$ cat config.mk
export PLATFORM = sky130hd
export DESIGN_NAME = clear_sequencer
export DESIGN_NICKNAME = d
export VERILOG_FILES = /design/src/rtl/clear_sequencer.sv
export SDC_FILE = /design/constraint.sdc
export NUM_CORES = 1
export LEC_CHECK = 0
export CORE_AREA = 2 2 111 113
export CTS_CLUSTER_DIAMETER = 30
export CTS_CLUSTER_SIZE = 28
export DETAILED_ROUTE_END_ITERATION = 16
export DIE_AREA = 0 0 113 115
export GPL_TIMING_DRIVEN = 1
export SETUP_SLACK_MARGIN = 0.02
export SLEW_MARGIN = 15
export SYNTH_ARGS = -nofsm -noshare
export SYNTH_HDL_FRONTEND = slang
export SYNTH_SLANG_ARGS = --single-unit
$ cat constraint.sdc
create_clock -name clk -period 9.75 [get_ports clk]
set_input_delay 0.975 -clock clk [delete_from_list [all_inputs] [get_ports clk]]
set_output_delay 0.975 -clock clk [all_outputs]
set_load 0.01 [all_outputs]
$ cat src/rtl/clear_sequencer.sv
// Playfield clear sequencer: phases the row array through spawn/move/write/check/shift,
// collapses cleared rows top-down, counts lines. Optional score via CLEAR_SCORE_EN.
module clear_sequencer #(
  parameter int unsigned ROWS    = 20,
  parameter int unsigned LINE_W  = 16,
  parameter int unsigned SCORE_W = 20
) (
  input  logic               clk,
  input  logic               reset,
  input  logic               land,
  input  logic [ROWS-1:0]    row_full,
  input  logic               spawn_ok,
  output logic [2:0]         state,
  output logic [ROWS-1:0]    shift_row,
  output logic [LINE_W-1:0]  lines,
  output logic [SCORE_W-1:0] score,
  output logic               busy,
  output logic               game_over
);

  localparam int unsigned CNT_W = $clog2(ROWS + 1);

  typedef enum logic [2:0] {
    S_SPAWN, S_MOVE, S_WRITE, S_CHECK, S_CAPT, S_SHIFT, S_HALT
  } fsm_t;

  fsm_t              fsm;
  logic [ROWS-1:0]   pending;
  logic [ROWS-1:0]   pending_next;
  logic [CNT_W-1:0]  cnt;
  logic [LINE_W:0]   lines_sum;
  logic [LINE_W-1:0] lines_next;

  function automatic logic [CNT_W-1:0] popcount(input logic [ROWS-1:0] v);
    logic [CNT_W-1:0] n;
    n = '0;
    for (int i = 0; i < int'(ROWS); i++) n = n + CNT_W'(v[i]);
    return n;
  endfunction

  // Clearing the lowest set bit retires the topmost pending row.
  always_comb begin
    pending_next = pending & (pending - ROWS'(1));
    cnt          = popcount(row_full);
    lines_sum    = {1'b0, lines} + (LINE_W + 1)'(cnt);
    lines_next   = lines_sum[LINE_W] ? '1 : lines_sum[LINE_W-1:0];
  end

`ifdef CLEAR_SCORE_EN
  logic [SCORE_W:0]   score_add;
  logic [SCORE_W:0]   score_sum;
  logic [SCORE_W-1:0] score_next;
  logic [SCORE_W-1:0] score_q;

  always_comb begin
    case (cnt)
      CNT_W'(0): score_add = '0;
      CNT_W'(1): score_add = (SCORE_W + 1)'(40);
      CNT_W'(2): score_add = (SCORE_W + 1)'(100);
      CNT_W'(3): score_add = (SCORE_W + 1)'(300);
      default:   score_add = (SCORE_W + 1)'(1200);
    endcase
    score_sum  = {1'b0, score_q} + score_add;
    score_next = score_sum[SCORE_W] ? '1 : score_sum[SCORE_W-1:0];
  end

  always_ff @(posedge clk) begin
    if (!reset)                score_q <= '0;
    else if (fsm == S_CAPT)    score_q <= score_next;
  end

  assign score = score_q;
`else
  assign score = '0;
`endif

  always_ff @(posedge clk) begin
    if (!reset) begin
      fsm     <= S_SPAWN;
      pending <= '0;
      lines   <= '0;
    end else begin
      case (fsm)
        S_SPAWN: fsm <= spawn_ok ? S_MOVE : S_HALT;
        S_MOVE:  if (land) fsm <= S_WRITE;
        S_WRITE: fsm <= S_CHECK;
        S_CHECK: fsm <= S_CAPT;
        S_CAPT: begin
          pending <= row_full;
          lines   <= lines_next;
          fsm     <= (|row_full) ? S_SHIFT : S_SPAWN;
        end
        S_SHIFT: begin
          pending <= pending_next;
          if (pending_next == '0) fsm <= S_SPAWN;
        end
        S_HALT:  fsm <= S_HALT;
        default: fsm <= S_SPAWN;
      endcase
    end
  end

  // Phase code and shift enables are pure decodes of the registered state and mask.
  always_comb begin
    state     = 3'b000;
    shift_row = '0;
    case (fsm)
      S_SPAWN: state = 3'b100;
      S_MOVE:  state = 3'b001;
      S_WRITE: state = 3'b010;
      S_CHECK: state = 3'b000;
      S_CAPT:  state = 3'b001;
      S_SHIFT: begin
        state     = 3'b011;
        shift_row = pending ^ (pending - ROWS'(1));
      end
      default: state = 3'b000;
    endcase
    busy      = (fsm != S_MOVE);
    game_over = (fsm == S_HALT);
  end

endmodule

Fig. 1: run 1, signal wires on met1
Scale bar: 20 µm. Supply wires on this layer in gray.
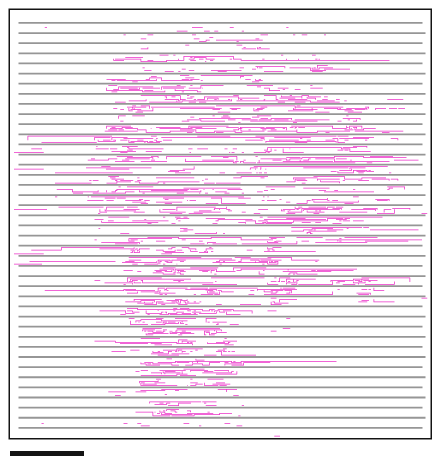
The longest straight run is 40.9 µm. The layer holds 47% of the routed length. The wires run mostly horizontal. 472 nets have wire on it.
met1 track demand over resource: 19.4%
final WL: 9100 µm
overall via count from detail_route: 2967

Fig. 2: run 1, metal 3
Scale bar: 20 µm.
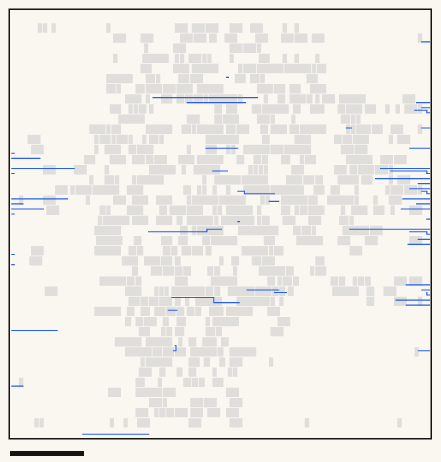
The layer carries 366 µm of wire. The wires run mostly horizontal. 48 nets have wire on it.
met3 Resource Use GR: 2.58%

==> summary.txt, run 1 <==
Observations from the implementation run.

Run status:
- The run finished, with violations left.
- The checks that failed: DRC.

Synth:
- The run puts the aoi/oai-family share of the synthesized area at 13.8%.
- The synth_stat.txt file lists the number of cells as 413.
- The share of the Yosys chip area taken by registers is 22.4%.
- The run puts the mux cell area share after synthesis at 6.62%.
- The run puts the xor/xnor share of the synthesized area at 5.79%.
- The run gives the number of enable-type register cells in the synthesized netlist as 0.
- The run puts the synthesis area per yosys at 3480 µm².
- After synthesis the netlist holds a flip-flop and latch count of 39.
- The run puts the fraction of post-synthesis cell area in the top cell type by area at 22.4%.
- The run gives the async set-reset flop share out of synthesis as 0%.
- The run gives the post-synthesis cell area as 3480 µm².
- The run gives the combinational family with the most area after synthesis as adder cells.
- The run gives the instance tally after logic synthesis as 413.
- The run gives the area fraction in and, or, nand and nor cells as 20.4%.
- Ranked by total cell area, the synthesized netlist is headed by sky130_fd_sc_hd__dfxtp_1, sky130_fd_sc_hd__ha_1, sky130_fd_sc_hd__fa_1.
- The run gives the most popular library cell in the synthesized design by count as sky130_fd_sc_hd__nor2_1.

Final layout:
- The layout summary lists the proportion of cells stronger than drive strength 1 as 4.27%.
- The run puts the clock-cell share of area at 3.89%.
- The finished cells cover 4340 µm².
- The run gives the area growth from synthesis to final layout as 24.8%.
- The run gives the count of plain and timing-repair buffers in the layout as 66.
- The design has 39 sequential cells.
- The run gives the non-clock buffer area fraction after layout as 15.1%.
- The run gives the number of non-clock inverters as 38.
- In the layout the commonest cells are sky130_fd_sc_hd__clkdlybuf4s50_1, sky130_fd_sc_hd__nor2_1, sky130_fd_sc_hd__dfxtp_1.
- The final layout report lists a filler cell count of 1226.

Setup path:
- The worst setup path is of the in -> reg kind.
- The largest individual stage delay along the critical path comes from the cell sky130_fd_sc_hd__fa_1.
- The run gives the capturing element type of the critical path as a register.
- The run gives the logic depth of the worst register-to-register path as 13.
- The run gives the startpoint of the most critical register-to-register path as lines[0].
- According to the timing report, the critical path is launched from row_full[5].
- Per the timing report, the most critical flop-to-flop path finishes at lines[7].
- The run puts the highest cell delay on the worst timing path at 0.59 ns.
- The run puts the data arrival time at the worst-slack endpoint at 5.96 ns.
- The run puts the cell depth of the worst setup path at 15.
- The run gives the critical path launch point type as an input port.

Routing:
- The run puts the routed length per placed instance at 14.8 µm.
- The run puts the DRC violation count after routing at 5.
- The run puts the count of antenna-violating nets left after detailed routing at 0.
- The routed design shows a via density per instance of 4.82.
- The first detailed-routing pass took 10 iterations.

Place:
- According to the dpl log, the detail-placed design has an HPWL of 7000 µm.
- The run puts the number of buffers added on ports at 64.
- The run gives the total cell area at the placement stage as 4170 µm².

Floorplanning:
- The run puts the tapcell count at 147.
- The run puts the row count at 40.
- The run gives the placeable core region as 11800 µm².
- The run gives the number of primary I/O pins as 85.
- The run puts the share of the core filled by cells before placement at 29.4%.
- The run puts the die boundary height at 115 µm.
- The run gives the width of the die as 113 µm.
- The run gives the die area as 13000 µm².

CTS:
- The run gives the CTS clock-pin slew for the worst setup and hold paths as 0.06 ns.
- The run gives the TritonCTS clock tree as built.
- The run gives the CTS H-tree depth as 2.
- The run puts the number of buffers added by the clock tree synthesis step at 5.
- The run puts the number of hold buffers added after CTS at 0.
- The run puts the clock network latency to the later pin of the worst-skew pair at 0.29 ns.

Power:
- Summed over all cells, the static leakage comes to 0.00185 µW.
- Total power normalized to cell area comes to 321 nW/µm².

Final timing:
- The run puts the ratio of final minimum period to clock period at 59.3%.
- Looking at the max-slew report, the worst-margin pin has a slew of 1.01 ns.
- Across all checked pins, the minimum headroom to the slew limit is 31.7%.
- The run puts the maximum achievable frequency at 173 MHz.
- The worst path in the final design needs a cycle of 5.79 ns, including I/O delays and setup.
- The run gives the final setup TNS as 0 ns.
- The run puts the number of hold-slack violations in the final timing report at 0.
- Pins over their slew limit in the final report were tallied at 0.
- Final hold analysis gives a worst-case slack of 0.500 ns.
- Setup repair after global routing left no endpoint under its margin.

Global route:
- The run gives the largest net degree at the start of global routing as 42.
- The run gives the global-route wire length before repair as 15100 µm.
- The total overflow left after global routing is 0.

Hold path:
- The run gives the worst hold endpoint as lines[12].
Fig. 3: run 1, selected gate families
Scale bar: 20 µm.
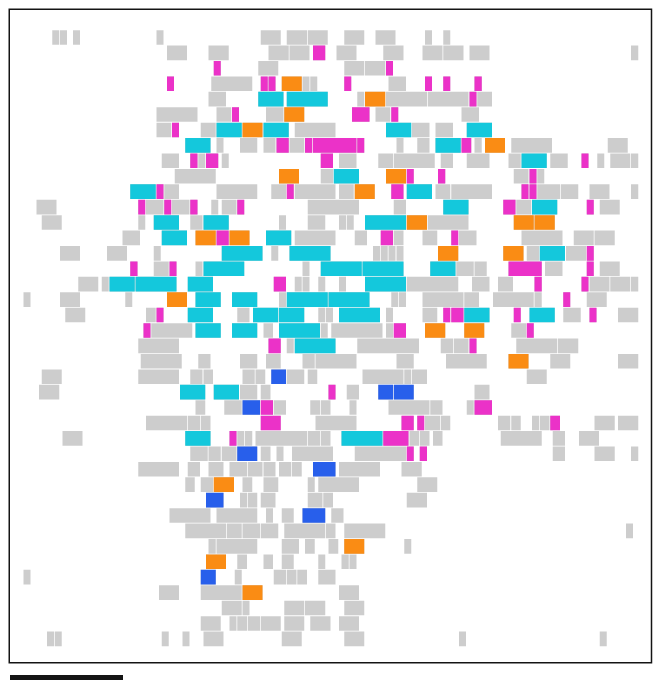
Key: non-inverting ao/oa cells = blue [cells 9]; nor cells = magenta [cells 71]; fa/ha/maj cells = cyan [cells 48]; mux cells = orange [cells 23]
count of placed standard cells in the final layout, fillers left out: 615
share of the final layout cell area in multi-input gates: 55.5%
Commonest Layout Cell: sky130_fd_sc_hd__clkdlybuf4s50_1

[run 1: routing by layer]
metal / up-vias / routed length, µm / track usage, %
li1: 1509 / - / -
met1: 1386 / 4260 / 19.4
met2: 62 / 4330 / 24.0
met3: 10 / 365 / 2.58
met4: 0 / 144 / 4.07
met5: - / 0 / 0
[run 1: power breakdown]
| part | internal, µW | total [µW] | leakage (µW) | switching [µW] |
|---|---|---|---|---|
| Combinational | 434 | 931 | 0.00145 | 497 |
| Clock | 121 | 189 | 0.0000838 | 68.7 |
| Sequential | 206 | 273 | 0.000319 | 67.2 |
| Total | 760 | 1390 | 0.00185 | 632 |
[run 1: flip-flops by register name (all words and copies together) (netlist names)]
signal,cells
fsm,3
pending,20
lines,16
Fig. 4: run 1, a small window of the routed layout
Scale bar: 10 µm. Region (65, 9) to (105, 49) µm. Cells in gray, sequential cells in the stronger gray; small squares are vias.
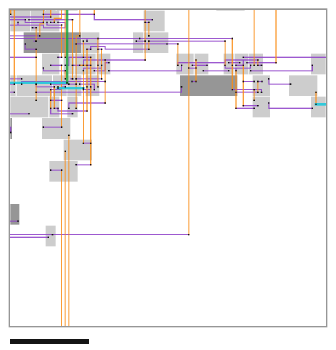

==> run 2, diff against run 1 <==
==> constraint.sdc (replaced) <==
create_clock -name clk -period 5.6 [get_ports clk]
set_input_delay 0.56 -clock clk [delete_from_list [all_inputs] [get_ports clk]]
set_output_delay 0.56 -clock clk [all_outputs]
set_load 0.01 [all_outputs]
Fig. 5: run 2, a small window of the routed layout
Scale bar: 10 µm. Region (65, 9) to (105, 49) µm. Cells in gray, sequential cells in the stronger gray; small squares are vias.
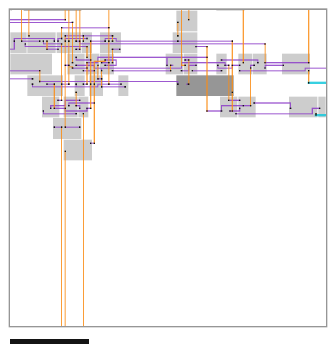
Key: M3 = cyan; M2 = orange; M1 = purple
30 logic cells have their middle in the window. Most frequent: o21ai_0 (4), clkdlybuf4s50_1 (4), nor2_1 (3). Netlist names of flops here include `fsm` (1). Sequential cells in the window: 1.

==> run 2 against run 1 <==
Compared with the run above:
- the flow still finishes with violations (DRC)
- worst hold slack got worse by 0.0048 ns
- via count rose by 2.0%
- cell count rose by 0.33%
- routed wire length fell by 3.0%
- critical path type unchanged
- highest routed layer unchanged
==> summary.txt, run 2 <==
Observations from the implementation run.

Global route:
- The run gives the global-route wire length before repair as 14300 µm.
- The run puts the global routing usage on met2 at 23.3%.
- The run puts the met3 capacity usage during global routing at 2.06%.
- The run puts the largest net degree at the start of global routing at 42.
- The total overflow left after global routing is 0.

CTS:
- The run gives the number of hold buffers added after CTS as 0.
- The run gives the number of buffers added by the clock tree synthesis step as 5.
- The run puts the clock network latency to the later pin of the worst-skew pair at 0.28 ns.
- TritonCTS built the clock tree.
- In the CTS report, the clock slew at the register clock pins of the worst setup and hold paths is listed as 0.06 ns.
- The run gives the CTS H-tree depth as 2.

Power:
- The internal power of the cells totals 1270 µW.
- In this run, the clock network consumes 12.0% of the power.
- Ranked by power, first place goes to combinational logic.
- The run gives the power share of the sequential group as 20.0%.
- The run puts the leakage power of the design at 0.00184 µW.
- The run puts the total sequential power at 473 µW.
- The run gives the switching power as a share of total power as 46.3%.
- The run puts the combinational gate power at 1610 µW.
- Per the summary, power density relative to cell area is 547 nW/µm².
- Of the total power, combinational logic draws 68.0%.
- The run gives the clock-net power as 285 µW.

Run status:
- The run finished, with violations left.
- The checks that failed: DRC.

Synth:
- The run puts the synthesis area per yosys at 3480 µm².
- For this design, Yosys synthesis ends with a cell count of 413.
- After synthesis, flip-flops and latches occupy 22.4% of the total area.
- The run gives the post-synthesis cell area as 3480 µm².
- The run gives the fraction of post-synthesis cell area in the top cell type by area as 22.4%.
- The run gives the number of enable-type register cells in the synthesized netlist as 0.
- Ranked by total cell area, the synthesized netlist is headed by sky130_fd_sc_hd__dfxtp_1, sky130_fd_sc_hd__ha_1, sky130_fd_sc_hd__fa_1.
- The run gives the async set-reset flop share out of synthesis as 0%.
- The run puts the total of flip-flops plus latches after synthesis at 39.
- The most common cell in the synthesized netlist is sky130_fd_sc_hd__nor2_1.

Floorplanning:
- The run puts the die boundary height at 115 µm.
- The run puts the die area at 13000 µm².
- The run puts the share of the core filled by cells before placement at 29.4%.
- The run puts the width of the die at 113 µm.
- The run puts the number of primary I/O pins at 85.
- The run gives the placeable core region as 11800 µm².

Setup path:
- Looking at the setup timing report, the critical path kind is in -> reg.
- The worst setup path is launched from an input port.
- The run gives the cell depth of the worst setup path as 15.
- The run gives the startpoint of the most critical register-to-register path as lines[0].
- STA classifies the critical path endpoint as a register.
- The number of cells on the worst reg-to-reg path is 13.
- The run puts the required time at the worst-slack endpoint at 5.77 ns.
- OpenSTA lists the critical path startpoint as row_full[5].
- For this run, the slowest stage of the critical path takes 0.57 ns.
- The run gives the worst reg2reg path endpoint as lines[7].
- The run puts the data arrival time at the worst-slack endpoint at 5.37 ns.

Final timing:
- The run puts the final critical-path required period at 5.19 ns.
- The run gives the final count of pins violating max slew as 0.
- The run puts the post-layout worst setup margin at 0.406 ns.
- Post-route period utilization is reported as 92.7%.
- Hold is met by 0.496 ns.
- The run puts the maximum achievable frequency at 193 MHz.
- The run gives the final setup TNS as 0 ns.
- Setup repair after global routing left no endpoint under its margin.
- The run gives the transition time of the tightest slew-check pin as 1.04 ns.
- Headroom to the max-slew limit came out at 30.0%.
- The run puts the number of hold-slack violations in the final timing report at 0.

Final layout:
- The run puts the finished layout cell area at 4330 µm².
- The library cell used most frequently in the layout, excluding fill and tap cells, is sky130_fd_sc_hd__clkdlybuf4s50_1.
- In the layout the commonest cells are sky130_fd_sc_hd__clkdlybuf4s50_1, sky130_fd_sc_hd__nor2_1, sky130_fd_sc_hd__dfxtp_1.
- The largest registers in the layout are pending (20), lines (16), fsm (3).
- The run puts the proportion of layout cells with a drive suffix above 1 at 4.68%.
- The run puts the count of fill cells added during filler insertion at 1239.
- For this run, the number of standard cells in the final layout without fillers is 617.
- The run gives the area growth from synthesis to final layout as 24.6%.
- The register with the most flip-flops in the layout has 20 of them.
- In the final layout, the multi-input gates occupy 2410 µm².
- The run gives the core occupancy in the finished layout as 36.7%.

Routing:
- The run gives the routed length on met1 as 4160 µm.
- The run gives the DRC violation count after routing as 5.
- The detailed router reports a met2 wire length of 4250 µm.
- In this run, the number of DRC markers left after iteration 0 of detailed routing was 183.
- Per the detail_route report, vias per standard cell equal 4.90.
- In this run the remaining antenna-violating nets after routing total 0.
- The run gives the overall routed net length as 8830 µm.
- The run puts the detailed-route via count at 3025.
- In this run the top signal layer used is met4.
- The run gives the number of optimization iterations in the first detailed-route pass as 10.
- The detailed router reports a met3 wire length of 350 µm.

Place:
- The run puts the number of buffers added on ports at 64.
- The run gives the total cell area at the placement stage as 4190 µm².
- Detailed placement finished with a half-perimeter wire length of 6880 µm.
Fig. 6: run 2, track usage over the die
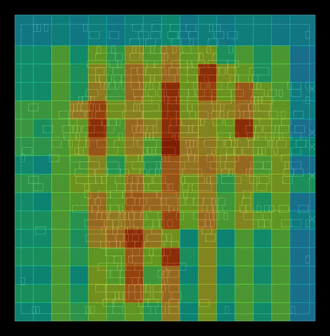
total track usage: 13.6%
average detailed-routed wire length per instance: 14.3 µm
met1 track demand over resource: 18.1%
layer carrying the most global-route usage: met2

[run 2: cell counts after synthesis]
Identical to the previous run, type by type.
[run 2: worst min path at each step]
stage | end
after global routing | lines[12]
final | lines[12]
after CTS | lines[12]
after floorplan | lines[12]
after detailed placement | lines[12]
after global placement | lines[12]
[run 2: cell families after synthesis]
group,count (synthesis),synth area share (%)
mux,23,6.62
fa+ha+maj,48,20.5
xor+xnor,23,5.79
compound gates,70,13.8
other cells,1,0.108
simple gates,133,20.4
flops,39,22.4
buf+inv,76,10.4
[run 2: cell type report]
class	count	share of cell area, %
Timing Repair Buffer	68	15.5
Tap cell	147	4.24
Inverter	38	3.29
Sequential cell	39	18.0
Clock inverter	3	0.462
Clock buffer	5	2.89
Multi-Input combinational cell	317	55.6
No activity file was given, so power comes from the tool's default toggle rates.
